$ cat config.mk
export PLATFORM = sky130hd
export DESIGN_NAME = pio_fifo_pair
export DESIGN_NICKNAME = d
export VERILOG_FILES = /design/src/rtl/pio_fifo_pair.sv
export SDC_FILE = /design/constraint.sdc
export NUM_CORES = 1
export LEC_CHECK = 0
export ABC_AREA = 0
export CORE_MARGIN = 2
export CORE_UTILIZATION = 40
export CTS_CLUSTER_DIAMETER = 100
export DETAILED_ROUTE_END_ITERATION = 10
export SLEW_MARGIN = 25
export SYNTH_ARGS = -nofsm -noshare
export SYNTH_HDL_FRONTEND = slang
export SYNTH_SLANG_ARGS = --single-unit
$ cat constraint.sdc
create_clock -name clk -period 6.4 [get_ports clk]
set_clock_uncertainty 0.1 [all_clocks]
set_input_delay 1.92 -clock clk [delete_from_list [all_inputs] [get_ports clk]]
set_output_delay 1.92 -clock clk [all_outputs]
set_load 0.01 [all_outputs]
$ cat src/rtl/pio_fifo_pair.sv
// Pair of show-ahead FIFOs (TX and RX) sharing one 2*DEPTH-entry array.
// join_mode lets either direction borrow the other's half of the storage.
module pio_fifo_pair #(
  parameter int WIDTH = 32,
  parameter int DEPTH = 4,
  parameter int LW    = $clog2(2*DEPTH) + 1
) (
  input  logic             clk,
  input  logic             reset,
  input  logic [1:0]       join_mode,
  input  logic             flush,
  input  logic             err_clr,
  input  logic             tx_push,
  input  logic [WIDTH-1:0] tx_din,
  input  logic             tx_pull,
  output logic [WIDTH-1:0] tx_dout,
  output logic             tx_full,
  output logic             tx_empty,
  output logic [LW-1:0]    tx_level,
  input  logic             rx_push,
  input  logic [WIDTH-1:0] rx_din,
  input  logic             rx_pull,
  output logic [WIDTH-1:0] rx_dout,
  output logic             rx_full,
  output logic             rx_empty,
  output logic [LW-1:0]    rx_level,
  output logic             tx_over,
  output logic             rx_over,
  output logic             tx_under,
  output logic             rx_under
);

  localparam int AW = $clog2(2*DEPTH);
  localparam logic [LW-1:0] CAP_D  = LW'(DEPTH);
  localparam logic [LW-1:0] CAP_2D = LW'(2*DEPTH);

  typedef enum logic [1:0] {
    MODE_SEP     = 2'b00,
    MODE_JOIN_TX = 2'b01,
    MODE_JOIN_RX = 2'b10
  } mode_t;

  mode_t            mode_q, mode_n;
  logic             mode_chg, clear;
  logic [WIDTH-1:0] mem [2*DEPTH];

  // Index 0 is TX, index 1 is RX throughout.
  logic [AW-1:0]    rptr [2], wptr [2], rptr_nx [2], wptr_nx [2];
  logic [AW-1:0]    base [2], raddr [2], waddr [2];
  logic [LW-1:0]    lvl [2], cap [2];
  logic [WIDTH-1:0] din [2], dout [2];
  logic [1:0]       push, pull, full, empty, do_push, do_pull;
  logic [1:0]       over_ev, under_ev, over_q, under_q;

  assign push   = {rx_push, tx_push};
  assign pull   = {rx_pull, tx_pull};
  assign din[0] = tx_din;
  assign din[1] = rx_din;

  // 2'b11 folds onto separate mode, so 00<->11 is not a mode change.
  assign mode_n   = (join_mode == 2'b11) ? MODE_SEP : mode_t'(join_mode);
  assign mode_chg = (mode_n != mode_q);
  assign clear    = flush | mode_chg;

  always_comb begin
    cap[0]  = CAP_D;
    cap[1]  = CAP_D;
    base[0] = '0;
    base[1] = AW'(DEPTH);
    case (mode_q)
      MODE_JOIN_TX: begin
        cap[0]  = CAP_2D;
        cap[1]  = '0;
        base[1] = '0;
      end
      MODE_JOIN_RX: begin
        cap[0]  = '0;
        cap[1]  = CAP_2D;
        base[1] = '0;
      end
      default: ;
    endcase
  end

  always_comb begin
    for (int unsigned i = 0; i < 2; i++) begin
      full[i]     = (lvl[i] == cap[i]);
      empty[i]    = (lvl[i] == '0);
      do_pull[i]  = pull[i] & ~empty[i] & ~clear;
      // A pull in the same cycle frees the slot a push into a full FIFO needs.
      do_push[i]  = push[i] & (~full[i] | do_pull[i]) & ~clear;
      over_ev[i]  = push[i] & ~do_push[i] & ~clear;
      under_ev[i] = pull[i] & empty[i] & ~clear;
      rptr_nx[i]  = (LW'(rptr[i]) + LW'(1) == cap[i]) ? '0 : rptr[i] + AW'(1);
      wptr_nx[i]  = (LW'(wptr[i]) + LW'(1) == cap[i]) ? '0 : wptr[i] + AW'(1);
      raddr[i]    = base[i] + rptr[i];
      waddr[i]    = base[i] + wptr[i];
      dout[i]     = empty[i] ? '0 : mem[raddr[i]];
    end
  end

  always_ff @(posedge clk or posedge reset) begin
    if (reset) begin
      mode_q <= MODE_SEP;
      for (int unsigned i = 0; i < 2; i++) begin
        rptr[i] <= '0;
        wptr[i] <= '0;
        lvl[i]  <= '0;
      end
      over_q  <= '0;
      under_q <= '0;
    end else begin
      mode_q <= mode_n;
      for (int unsigned i = 0; i < 2; i++) begin
        if (clear) begin
          rptr[i] <= '0;
          wptr[i] <= '0;
          lvl[i]  <= '0;
        end else begin
          if (do_push[i]) wptr[i] <= wptr_nx[i];
          if (do_pull[i]) rptr[i] <= rptr_nx[i];
          lvl[i] <= lvl[i] + LW'(do_push[i]) - LW'(do_pull[i]);
        end
      end
      over_q  <= (over_q  & ~{2{err_clr}}) | over_ev;
      under_q <= (under_q & ~{2{err_clr}}) | under_ev;
    end
  end

  always_ff @(posedge clk) begin
    for (int unsigned i = 0; i < 2; i++)
      if (do_push[i]) mem[waddr[i]] <= din[i];
  end

  assign tx_dout  = dout[0];
  assign rx_dout  = dout[1];
  assign tx_full  = full[0];
  assign rx_full  = full[1];
  assign tx_empty = empty[0];
  assign rx_empty = empty[1];
  assign tx_level = lvl[0];
  assign rx_level = lvl[1];
  assign tx_over  = over_q[0];
  assign rx_over  = over_q[1];
  assign tx_under = under_q[0];
  assign rx_under = under_q[1];

endmodule

**Wiring heat map**

Drawn at 2 px/um. The die is cut into 21 by 21 equal tiles; dark purple is low, yellow is high, scaled to the fullest tile. Values are wire area over tile area, all layers added.
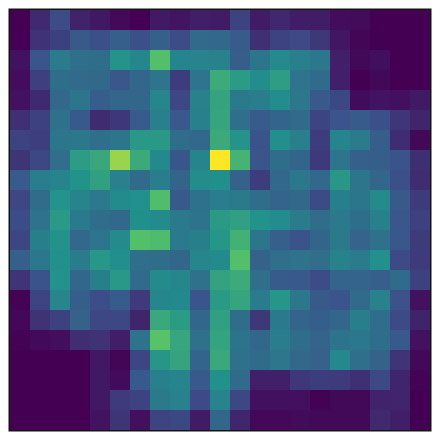
fullest tile	0.60
tiles over half the peak	11%
mean over tiles	0.17
nearly empty tiles	8.6%
emptiest ninth of the die	lower left

**Cell classes on the final placement**

Drawn at 2 px/um.
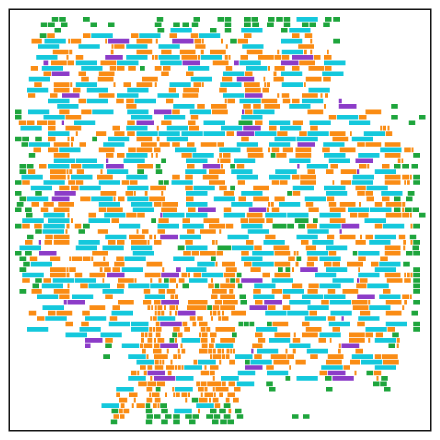
colour	class	cells	share of their area
cyan	flip-flops	282	42%
purple	clock drivers and dummy loads	62	6.3%
orange	all other logic	727	42%
green	other buffers and delay cells	191	9.4%

**Clock nets**

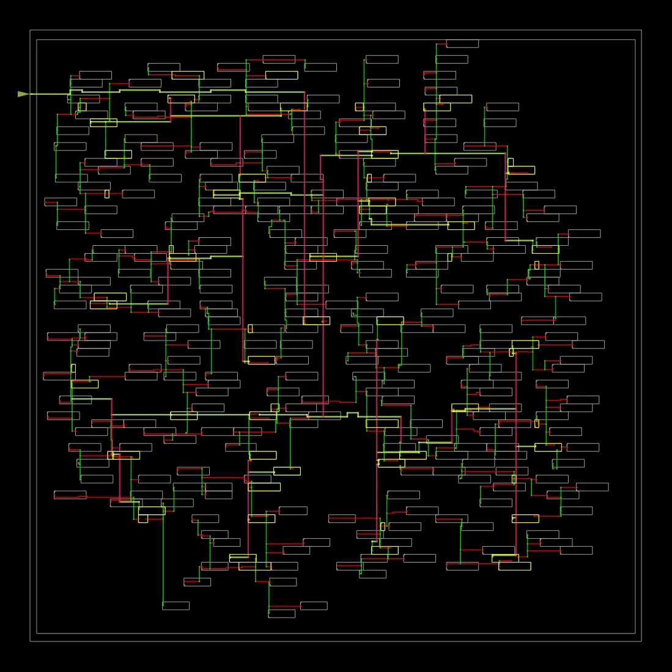
Flops: 282
clk sinks: 282
CTS Buf Count: 35
worst skew pair latency: 0.52 ns
Clk. pwr: 0.00218 W

==> results.json <==
{
  "outcome": "finished, final reports clean",
  "ioPinCount": 154,
  "yosys.area.top_type": "edfxtp_1",
  "grt_max_degree": 44,
  "viasPerCell": 5.84,
  "grt_pass1_vias": 11200,
  "synth_seq_share_pct": 49.1,
  "port_buffers": 153,
  "combGateArea_mm2": 0.00822,
  "wl_per_cell_um": 26.9,
  "p_clk_share_pct": 47.4,
  "synthXorXnorAreaFrac_pct": 0.877,
  "slowest_delay_ns": 0.69,
  "antenna_left": 0,
  "power-top-group": "the clock network",
  "syn2layout_area_growth_pct": 20.5,
  "seq_power_share_pct": 44.4,
  "fin_util_pct": 48.8,
  "drt-total-wl_mm": 48.4,
  "ctsHoldBuffers": 0,
  "die_y_um": 210,
  "max_slew_margin_pct": 34.1,
  "cts_root_buf": "clkbuf_16",
  "cts_buffer_depth": 3,
  "postSynthCellCount": 1088,
  "yosys_register_bits": 282,
  "top_layer": "met5",
  "worstPathMaxFanout": 18,
  "final_cells": 1804,
  "cpMaxStageDelayCell": "xor2_4",
  "crit_cells": 8,
  "crit_buf_inv": 4,
  "stdcell_area_mm2": 0.0205,
  "dpl_cell_area_mm2": 0.0192,
  "period_needed_ns": 5.59,
  "rows": 75,
  "p_leak_nw": 6.74,
  "worstHoldPathType": "flop to flop"
}
-- layout by cell type (no fill, tap or decap), types with 8 or more instances in the layout --
| cell type | n |
|---|---|
| a21oi_1 | 40 |
| mux2_2 | 197 |
| dfrtp_1 | 21 |
| mux4_2 | 128 |
| edfxtp_1 | 256 |
| clkdlybuf4s50_1 | 153 |
| nor2_1 | 49 |
| buf_4 | 34 |
| mux2_4 | 58 |
| mux2i_1 | 35 |
| clkbuf_16 | 37 |
| ha_1 | 17 |
| nand2_1 | 72 |
| xnor2_1 | 9 |
| inv_1 | 23 |
| bufinv_16 | 8 |
-- state kept, by name (all words and copies together) (netlist names) --
name	cells
tx_level	4
under_q	2
rptr	6
mode_q	2
mem	256
rx_level	4
over_q	2
wptr	6
-- cell type report --
cell class	count	share of cell area [%]
Tap cell	539	3.30
Timing Repair Buffer	191	9.12
Clock buffer	42	4.62
Inverter	25	0.459
Clock inverter	20	1.49
Antenna cell	3	0.0367
Multi-Input combinational cell	702	40.2
Sequential cell	282	40.8
-- stage by stage --
stage	hold WS (ns)	worst slack [ns]
after floorplan	0.431	0.532
after global placement	0.403	1.01
after detailed placement	0.411	0.974
after CTS	0.424	0.742
after global routing	0.440	0.543
final	0.419	0.812
-- worst min path at each step --
stage / start / slack, ns / cells past startpoint / to
floorplan: under_q[0] / 0.43 / 1 / under_q[0]
global placement: over_q[0] / 0.40 / 1 / over_q[0]
detailed placement: over_q[0] / 0.41 / 1 / over_q[0]
CTS: over_q[0] / 0.42 / 1 / over_q[0]
global route: over_q[0] / 0.44 / 1 / over_q[0]
finish: over_q[0] / 0.42 / 1 / over_q[0]
No activity file was given, so power comes from the tool's default toggle rates.
